### Floorplan with the power grid

Pins as bars on the die edge. Tap cells in grey.
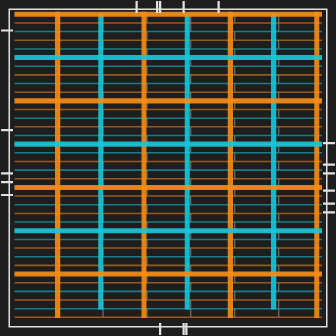
### Placed cells, one colour a class

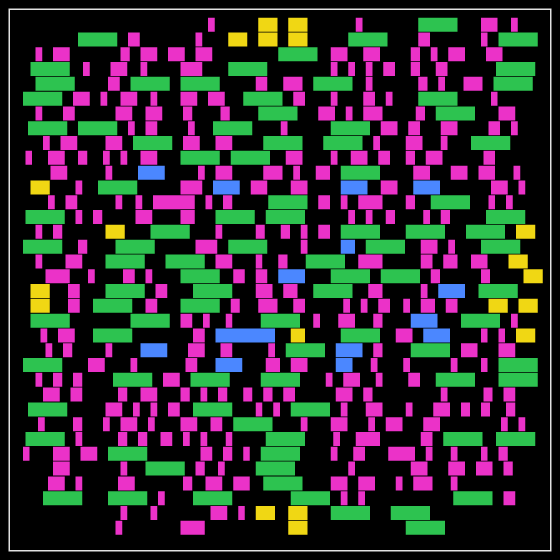
### Routed clock nets over the placement

Bar = 20 µm.
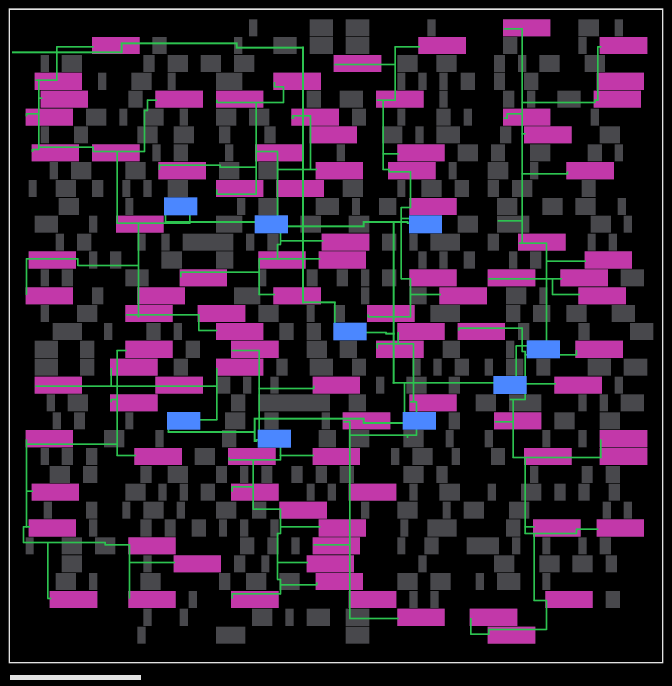
==> config.mk <==
export PLATFORM = sky130hd
export DESIGN_NAME = four_input_debouncer
export DESIGN_NICKNAME = d
export VERILOG_FILES = /design/src/rtl/four_input_debouncer.sv
export SDC_FILE = /design/constraint.sdc
export NUM_CORES = 1
export LEC_CHECK = 0
export CAP_MARGIN = 20
export CELL_PAD_IN_SITES_DETAIL_PLACEMENT = 2
export CELL_PAD_IN_SITES_GLOBAL_PLACEMENT = 2
export CORE_UTILIZATION = 40
export CTS_CLUSTER_SIZE = 16
export DETAILED_ROUTE_END_ITERATION = 8
export PLACE_DENSITY_LB_ADDON = 0.1
export SLEW_MARGIN = 20
export SYNTH_ARGS = -nofsm -noshare
export SYNTH_HDL_FRONTEND = slang
export SYNTH_SLANG_ARGS = --single-unit
==> constraint.sdc <==
create_clock -name clk -period 3.3 [get_ports clk]
set_clock_uncertainty 0.05 [all_clocks]
set_input_delay 0.66 -clock clk [delete_from_list [all_inputs] [get_ports clk]]
set_output_delay 0.66 -clock clk [all_outputs]
set_load 0.05 [all_outputs]
==> src/rtl/four_input_debouncer.sv <==
// Four independent switch debouncers with two-flop synchronizers,
// registered level outputs, edge pulses and a busy flag.
module four_input_debouncer #(
  parameter int unsigned STABLE_CYCLES = 100000
) (
  input  logic       clk,
  input  logic       rst,
  input  logic [3:0] sw_in,
  output logic [3:0] sw_out,
  output logic [3:0] sw_rise,
  output logic [3:0] sw_fall,
  output logic       busy
);

  localparam int unsigned CW = $clog2(STABLE_CYCLES + 1);

  localparam logic [0:0] ST_STABLE = 1'b0;
  localparam logic [0:0] ST_COUNT  = 1'b1;

  localparam logic [CW-1:0] CNT_LAST = CW'(STABLE_CYCLES - 1);
  localparam logic [CW-1:0] CNT_ONE  = CW'(1);

  logic [3:0]    sync1_q;
  logic [3:0]    sync2_q;
  logic [3:0]    out_q, out_d;
  logic [3:0]    rise_q, rise_d;
  logic [3:0]    fall_q, fall_d;
  logic          busy_q, busy_d;
  logic [0:0]    state_q [4];
  logic [0:0]    state_d [4];
  logic [CW-1:0] cnt_q [4];
  logic [CW-1:0] cnt_d [4];

  always_comb begin
    out_d  = out_q;
    rise_d = 4'b0000;
    fall_d = 4'b0000;
    busy_d = 1'b0;
    for (int i = 0; i < 4; i++) begin
      state_d[i] = state_q[i];
      cnt_d[i]   = cnt_q[i];
      unique case (state_q[i])
        ST_STABLE: begin
          if (sync2_q[i] != out_q[i]) begin
            state_d[i] = ST_COUNT;
            cnt_d[i]   = CNT_ONE;
          end else begin
            cnt_d[i] = '0;
          end
        end
        ST_COUNT: begin
          if (sync2_q[i] == out_q[i]) begin
            state_d[i] = ST_STABLE;
            cnt_d[i]   = '0;
          end else if (cnt_q[i] == CNT_LAST) begin
            // Level held long enough: accept and pulse
            out_d[i]   = sync2_q[i];
            rise_d[i]  = sync2_q[i];
            fall_d[i]  = ~sync2_q[i];
            state_d[i] = ST_STABLE;
            cnt_d[i]   = '0;
          end else begin
            cnt_d[i] = cnt_q[i] + CNT_ONE;
          end
        end
      endcase
      busy_d = busy_d | (state_d[i] == ST_COUNT);
    end
  end

  always_ff @(posedge clk) begin
    if (rst) begin
      sync1_q <= 4'b0000;
      sync2_q <= 4'b0000;
      out_q   <= 4'b0000;
      rise_q  <= 4'b0000;
      fall_q  <= 4'b0000;
      busy_q  <= 1'b0;
      for (int i = 0; i < 4; i++) begin
        state_q[i] <= ST_STABLE;
        cnt_q[i]   <= '0;
      end
    end else begin
      sync1_q <= sw_in;
      sync2_q <= sync1_q;
      out_q   <= out_d;
      rise_q  <= rise_d;
      fall_q  <= fall_d;
      busy_q  <= busy_d;
      for (int i = 0; i < 4; i++) begin
        state_q[i] <= state_d[i];
        cnt_q[i]   <= cnt_d[i];
      end
    end
  end

  assign sw_out  = out_q;
  assign sw_rise = rise_q;
  assign sw_fall = fall_q;
  assign busy    = busy_q;

endmodule

==> impl_metrics.toml <==
# yosys + openroad results
[run_status]
status = "finished clean"

[pwr]
power.leakage_nw = 1.35
irDropWorstVdd_v = 0.000218
power_density_nw_per_um2 = 453

[floorplan]
die.size.y_um = 99.3
rows = 35
chipArea_um2 = 9850
ios = 19
dieWidth_um = 99.3
fp-utilization_pct = 41.1

[timing]
setup_violations = 0
hold_ws_ps = 407
worst_slack_ps = 935
rsz0062_at_grt = "false"
fmax_mhz = 423
tns_ps = 0
timing_hold_violations_final = 0
finalCritPeriodShare_pct = 71.7
slew_headroom_pct = 47.9

[routing]
via_per_inst = 5.22
met1_length_um = 3960
dr.max_layer_used = "met4"
wirelength_um = 8400
wl_met3_um = 188
drt_iter0_markers = 28
drt_pass1_iterations = 3
vias = 2848
routedWlPerCell_um = 15.4
wl_met2_um = 4190
route.detailed.drc = 0

[global_routing]
grt_use_total_pct = 18.5
antenna_found_initial = 0
grt_max_degree = 18
grt_pass1_vias = 3076

[setup_path]
r2r-end = "cnt_q[3][2]"
start_kind = "register"
cp-end-kind = "output pin"
critPathBufInv = 1
crit_arrival_ps = 1650
ff2ff_setup_slack_ps = 1210
cp_top_family = "buffers and inverters"
slowest_stage = "clkdlybuf4s50_1"
critPathKind = "reg -> out"
crit_required_ps = 2590
cp_num_cells = 1
path_cells = "clkdlybuf4s50_1"

[placed_design]
place_ws_ps = 810
io_buffers = 18
dpl.cell_count = 532

[logic_synthesis]
edf_count = 0
ys_top_cells_by_count = "dfxtp_1, nor2_1, xor2_1"
synth.net_count = 421
top_area_share_pct = 49.2
ys_seq_share_pct = 49.2
flop_cell = "dfxtp_1"
ys_types = 43
yosys_warnings = 0
synthCells = 411
ys_ff = 93
synth_stat.cells = 411
synth_area_um2 = 3780
yosys.area.top_type = "dfxtp_1"
area_leaders = "dfxtp_1, nor2_1, xor2_1"

[finish]
lay_top_cells = "dfxtp_1, nor2_1, xor2_1, nand2_1, xnor2_1"
area_delta_synth_final_pct = 12.7
n_antenna_cell = 0
final_layout_size_suffix_gt1_share_pct = 5.06
fin_cells = 546
layout.cells.most_common = "dfxtp_1"
nFillCells = 1007
stdcell_area_um2 = 4260
fin_util_pct = 46.4
finalNetCount = 442

[clock_tree]
clock_sinks = 93
cts_max_level = 3
clkSlewWorstSetupHoldPaths_ps = 90
cts_setup_buffers = 0
cts_buffers = 9
cts_tree = "built"
clk_latency_ps = 350
cts_buffer_depth = 2
ctsHoldBuffers = 0

[hold_path]
hold_depth = 1
min_path_type = "reg -> reg"
min_from = "sync1_q[2]"

[job]
openroad.warnings = 26
-- 'Floorplan with the power grid' (at the start) --
colour	net
orange	VSS
cyan	VDD
met4 straps	7
signal pins	19
met1 rails	36
rows	35
met5 straps	7

-- 'Placed cells, one colour a class' (at the start) --
colour	class	cells	share of their area
yellow	other buffers and delay cells	19	4.6%
magenta	all other logic	309	46%
green	flops	93	45%
blue	clock drivers and dummy loads	14	4.8%

-- 'Routed clock nets over the placement' (at the start) --
[green] clock wires | length: 1130 µm
[blue] cells driving clock nets | count: 9
[magenta] flip-flops | count: 93
flops lie	widely spread

per-layer routing:
metal	vias up	track usage, %
met3	5	4.64
met2	20	33.3
met1	1405	22.4
met5	-	0
li1	1418	-
met4	0	3.73
power by group:
group          internal, mW  total [mW]  switching, mW  leakage, nW
clock network         0.385       0.766          0.381       0.0975
logic                0.0153      0.0302         0.0149        0.500
registers              1.13        1.14        0.00626        0.751
total                  1.53        1.93          0.402         1.35
worst max-delay path by stage:
stage / startpoint / end
6_report: sw_out[1] / sw_out[1]
5_1_grt: sw_out[1] / sw_out[1]
4_1_cts: sw_out[1] / sw_out[1]
3_5_place_dp: rst / cnt_q[3][2]
3_3_place_gp: rst / cnt_q[3][16]
2_1_floorplan: sw_out[2] / cnt_q[2][10]
sequential cells by signal, summed over array words and instances, names as in the netlist:
| register | cells |
|---|---|
| busy | 1 |
| cnt_q | 68 |
| state_q | 4 |
| sw_fall | 4 |
| sw_out | 4 |
| sw_rise | 4 |
| sync1_q | 4 |
| sync2_q | 4 |
logic make-up (layout without fill, tap and decap cells):
kind of cell	count (synthesis)	after routing	synth area share [%]
xor+xnor	60	60	13.9
flops	93	93	49.2
buf+inv	21	45	2.38
mux	2	2	0.529
simple gates	213	213	29.8
compound gates	18	18	2.88
fa+ha+maj	4	4	1.32
area by class of cell:
class / count / area, µm² / area share, %
multi-input combinational: 297 / 1830 / 43.0
inverter: 12 / 45.0 / 1.06
sequential: 93 / 1860 / 43.7
clock inverter: 3 / 46.3 / 1.09
tap: 111 / 139 / 3.26
timing repair buffer: 19 / 188 / 4.40
clock buffer: 11 / 151 / 3.55
Power and IR drop assume default switching activity.
